Design ula_core, sky130hd; sources not shown.
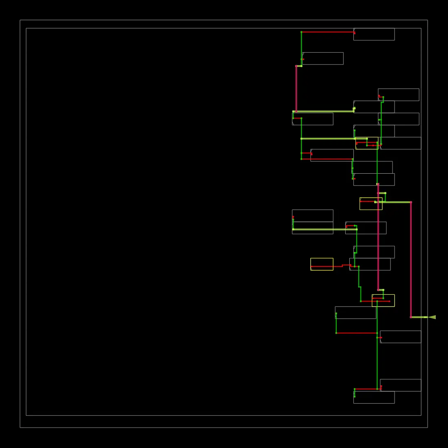
*Clock nets, run 1*
clkbuf count: 4
Flops: 20
cts bufs inserted: 3
clock-net power: 0.000841 W

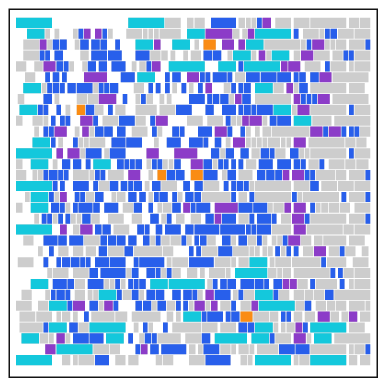
*Logic cells by family, run 1*
Drawn at 4 px/µm.
Key: orange = and/or cells [cells 5]; cyan = fa/ha/maj cells [cells 50, most used ha_1, where spread over the die]; blue = nand cells [cells 355, most used nand2_1, where spread over the die]; purple = aoi and oai cells [cells 72, most used a21oi_2, where spread over the die]
Commonest Layout Cell: nand2_1
multi-input combinational area share: 60.5%
post-route insts no fill: 964

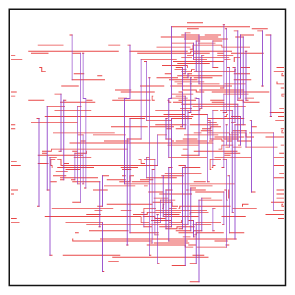
*Metal layers overlaid, run 1*
Drawn at 3 px/µm. Two of the layers only.
Key: purple = metal 4 [wire length 1,620 µm]; red = metal 3 [wire length 2,200 µm]
detailed-route via count: 5,977
final wirelength: 19,900 µm

==> flow_summary.json, run 1 <==
{
  "drt_pass1_iterations": 6,
  "critPathRequiredTime_ns": 0.87,
  "pwr-share-comb_pct": 71.3,
  "drv_slew": 0,
  "antenna_cells": 0,
  "largest_reg_flops": 16,
  "mux_share_pct": 0,
  "busiest_layer": "met2",
  "power.total_w": 0.00737,
  "dieArea_um2": 8390,
  "inverters": 128,
  "aoi_share_pct": 10.2,
  "root_buffer": "clkbuf_8",
  "hold_path_class": "input port to asynchronous set/reset pin",
  "power-top-group": "combinational cells",
  "cellInternalPower_w": 0.00369,
  "period_needed_ns": 2.27,
  "use_met1_pct": 49.9,
  "fin_util_pct": 85.2,
  "remaining_drc_errors": 0,
  "routed_via_density": 6.20,
  "p_switching_w": 0.00368,
  "regArea_um2": 502,
  "p_per_area_nw_per_um2": 1120,
  "routed.top_layer": "met4",
  "peakVddDrop_uv": 618,
  "crit_path_top_delay_cell": "ha_4",
  "violations": "hold timing, setup timing",
  "largest_cell_class": "multi-input combinational cells",
  "h-tree-depth": 1,
  "arrival_ns": 2.34,
  "grt_overflow": 0,
  "grt_max_degree": 21,
  "nets": 951,
  "gp_congestion": 0.905,
  "well_tap_count": 102,
  "worstSetupStartpointType": "input port",
  "max_cap_viol_count": 0,
  "p_leak_nw": 3.31,
  "grt_pass1_vias": 5348,
  "cts.repair.resized": 450,
  "buffer_area_share_pct": 20.2,
  "setup_slack_ns": -1.47,
  "crit_family": "simple AND/OR/NAND/NOR gates",
  "synthesis.area_um2": 4100,
  "ys_seq_share_pct": 12.2,
  "antenna_found_initial": 0,
  "num-multi-input-gates": 563,
  "top_area_share_pct": 23.1,
  "wl_met3_um": 2200,
  "fp_util_pct": 53.0,
  "logic_area_um2": 3990,
  "fin_tns_setup_ns": -22.71,
  "use_met3_pct": 4.31,
  "synth_cell_types": 38,
  "seq-cell-share_pct": 7.62,
  "setup_violations": 40,
  "drive_above_1_share_pct": 49.1,
  "clock_area_share_pct": 0.836,
  "crit_path_end_kind": "flip-flop",
  "path_class": "input port to flip-flop",
  "fp_nets": 823,
  "p_comb_w": 0.00526,
  "hold_viol_final": 21,
  "max_freq_mhz": 441,
  "die_w_um": 91.6,
  "fin_area_um2": 6580,
  "synth_warnings": 0,
  "simple_gate_share_pct": 46.0,
  "clockPowerShare_pct": 11.4,
  "track_usage_pct": 40.8,
  "nNonClkBuffers": 147,
  "edf_count": 0,
  "most_common_cell": "nand2_1",
  "largest_area_cell": "nand2_1",
  "path_max_fanout": 4,
  "powerSeq_w": 0.00128,
  "worst-path-buf-inv": 3,
  "fillers": 440,
  "core_area_um2": 7730,
  "dpl.hpwl_um": 11500,
  "most-common-layout-cells": "nand2_1 (175), buf_4 (69), inv_1 (67)",
  "r2r_slack_ns": -0.20,
  "synthFlopType": "dfrtp_1",
  "r2r_cells": 3,
  "drt_iter0_drc": 653,
  "syn2layout_area_growth_pct": 60.8,
  "post_cts_buffers": 55,
  "clk_path_buf_depth": 2,
  "p_sw_share_pct": 49.9,
  "cp_common_cell": "nand2_1",
  "max_stage_delay_ns": 0.30,
  "cts_tree": "yes",
  "status": "complete, but fails checks",
  "ios": 59,
  "openroad.warnings": 63,
  "ys_sh_adder_pct": 15.6,
  "syn_area_per_cell_um2": 5.57,
  "met2_wirelength_um": 8860,
  "wl_per_cell_um": 20.6,
  "synth-seq-cells": 20,
  "clk_latency_ns": 0.27,
  "dp_slack_ns": -2.18,
  "die_y_um": 91.6,
  "syn-instance-count": 735,
  "tightest_slew_ns": 0.620,
  "logic_family": "simple AND/OR/NAND/NOR gates",
  "synthTopCellsByArea": "nand2_1 (23%), ha_1 (15%), dfrtp_1 (12%), inv_1 (11%), nand3_1 (9.7%)",
  "met1_length_um": 7180,
  "synthTopCellsByCount": "nand2_1 (252), inv_1 (120), nand3_1 (79)",
  "synth.cellmix.xorXnorShare_pct": 0.214,
  "whs_ns": -0.367,
  "slew_headroom_pct": 58.7,
  "cts.sinks": 20,
  "portBuffers": 56
}
## Run 2: what changed since run 1
Settings changed: CORE_UTILIZATION 51 to 55, PLACE_DENSITY 0.85 to 0.88.
Clock period 0.8 ns to 2.4 ns, I/O delays scaled along.
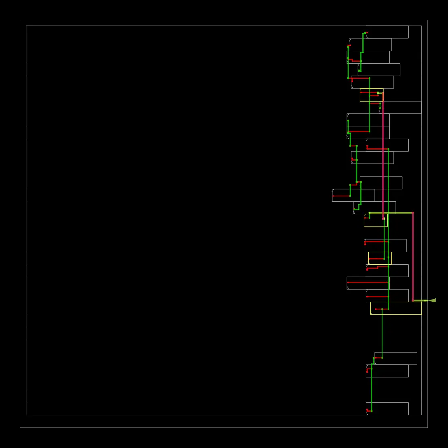
*Clock nets, run 2*
clkbuf count: 3
clk sinks: 20
Clock Latency Late Sink: 0.26 ns
clock-net power: 0.000343 W

==> flow_summary.json, run 2 <==
{
  "hold_path_class": "input port to flip-flop",
  "status": "complete, no violations",
  "synth_warnings": 0,
  "met2_wirelength_um": 7140,
  "routed.top_layer": "met4",
  "p_leak_nw": 2.92,
  "syn-instance-count": 735,
  "portBuffers": 56,
  "busiest_layer": "met2",
  "h-tree-depth": 1,
  "ios": 59,
  "edf_count": 0,
  "largest_reg_flops": 16,
  "drv_slew": 0,
  "fp_nets": 823,
  "fp_util_pct": 56.8,
  "top_area_share_pct": 23.1,
  "die_y_um": 88.3,
  "post_cts_buffers": 12,
  "layout_top_cell": "nand2_1",
  "track_usage_pct": 38.5,
  "synth_cell_types": 38,
  "whs_ns": 0.241,
  "most_common_cell": "nand2_1",
  "nets": 906,
  "fin_cells": 916,
  "die_w_um": 88.3,
  "regArea_um2": 500,
  "use_met1_pct": 47.8,
  "mux_share_pct": 0,
  "root_buffer": "clkbuf_8",
  "core_area_um2": 7210,
  "power.total_w": 0.00201,
  "max_stage_delay_ns": 0.29,
  "aoi_share_pct": 10.2,
  "grt_max_degree": 21,
  "logic_family": "simple AND/OR/NAND/NOR gates",
  "max_cap_viol_count": 0,
  "grt_pass1_vias": 4860,
  "r2r_cells": 2,
  "syn2layout_area_growth_pct": 31.1,
  "path_max_fanout": 5,
  "seq-cell-share_pct": 9.32,
  "synthFlopType": "dfrtp_1",
  "drt_pass1_iterations": 8,
  "dpl.hpwl_um": 11300,
  "power-top-group": "combinational cells",
  "period_needed_ns": 2.31,
  "p_sw_share_pct": 46.7,
  "seq_cells": 20,
  "arrival_ns": 2.37,
  "drt_iter0_drc": 469,
  "peakVddDrop_uv": 171,
  "slew_headroom_pct": 43.7,
  "synthesis.area_um2": 4100,
  "synthTopCellsByArea": "nand2_1 (23%), ha_1 (15%), dfrtp_1 (12%), inv_1 (11%), nand3_1 (9.7%)",
  "clk_path_buf_depth": 2,
  "syn_area_per_cell_um2": 5.57,
  "pwr-share-comb_pct": 62.7,
  "p_per_area_nw_per_um2": 375,
  "largest_area_cell": "nand2_1",
  "ys_seq_share_pct": 12.2,
  "antenna_found_initial": 0,
  "synthTopCellsByCount": "nand2_1 (252), inv_1 (120), nand3_1 (79)",
  "buffer_area_share_pct": 17.0,
  "antenna_cells": 0,
  "max_freq_mhz": 432,
  "ys_sh_adder_pct": 15.6,
  "fin_util_pct": 74.4,
  "crit_path_top_delay_cell": "ha_4",
  "critPathRequiredTime_ns": 2.45,
  "synth.cellmix.xorXnorShare_pct": 0.214,
  "p_comb_w": 0.00126,
  "clockPowerShare_pct": 17.0,
  "crit_family": "simple AND/OR/NAND/NOR gates",
  "openroad.warnings": 58,
  "largest_cell_class": "multi-input combinational cells",
  "setup_violations": 0,
  "routed_via_density": 5.76,
  "fin_area_um2": 5370,
  "worst-path-buf-inv": 5,
  "logic_area_um2": 3270,
  "clock_area_share_pct": 1.33,
  "gp_congestion": 1.02,
  "comb_area_share_pct": 60.8,
  "cellInternalPower_w": 0.00107,
  "path_class": "input port to flip-flop",
  "cts.repair.resized": 108,
  "fillers": 646,
  "setup_slack_ns": 0.0855,
  "nNonClkBuffers": 102,
  "powerSeq_w": 0.000408,
  "routed_wirelength_um": 15200,
  "simple_gate_share_pct": 46.0,
  "wl_met3_um": 1520,
  "use_met3_pct": 4.20,
  "inverters": 128,
  "dr_total_vias": 5280,
  "r2r_slack_ns": 1.50,
  "cp_common_cell": "nand2_1",
  "met1_length_um": 5780,
  "fin_tns_setup_ns": 0,
  "grt_overflow": 0,
  "well_tap_count": 99,
  "wl_per_cell_um": 16.6,
  "drive_above_1_share_pct": 21.4,
  "most-common-layout-cells": "nand2_1 (218), inv_1 (103), nand3_1 (72)"
}
Power figures rest on the tool's default switching activity, not on a simulated workload.
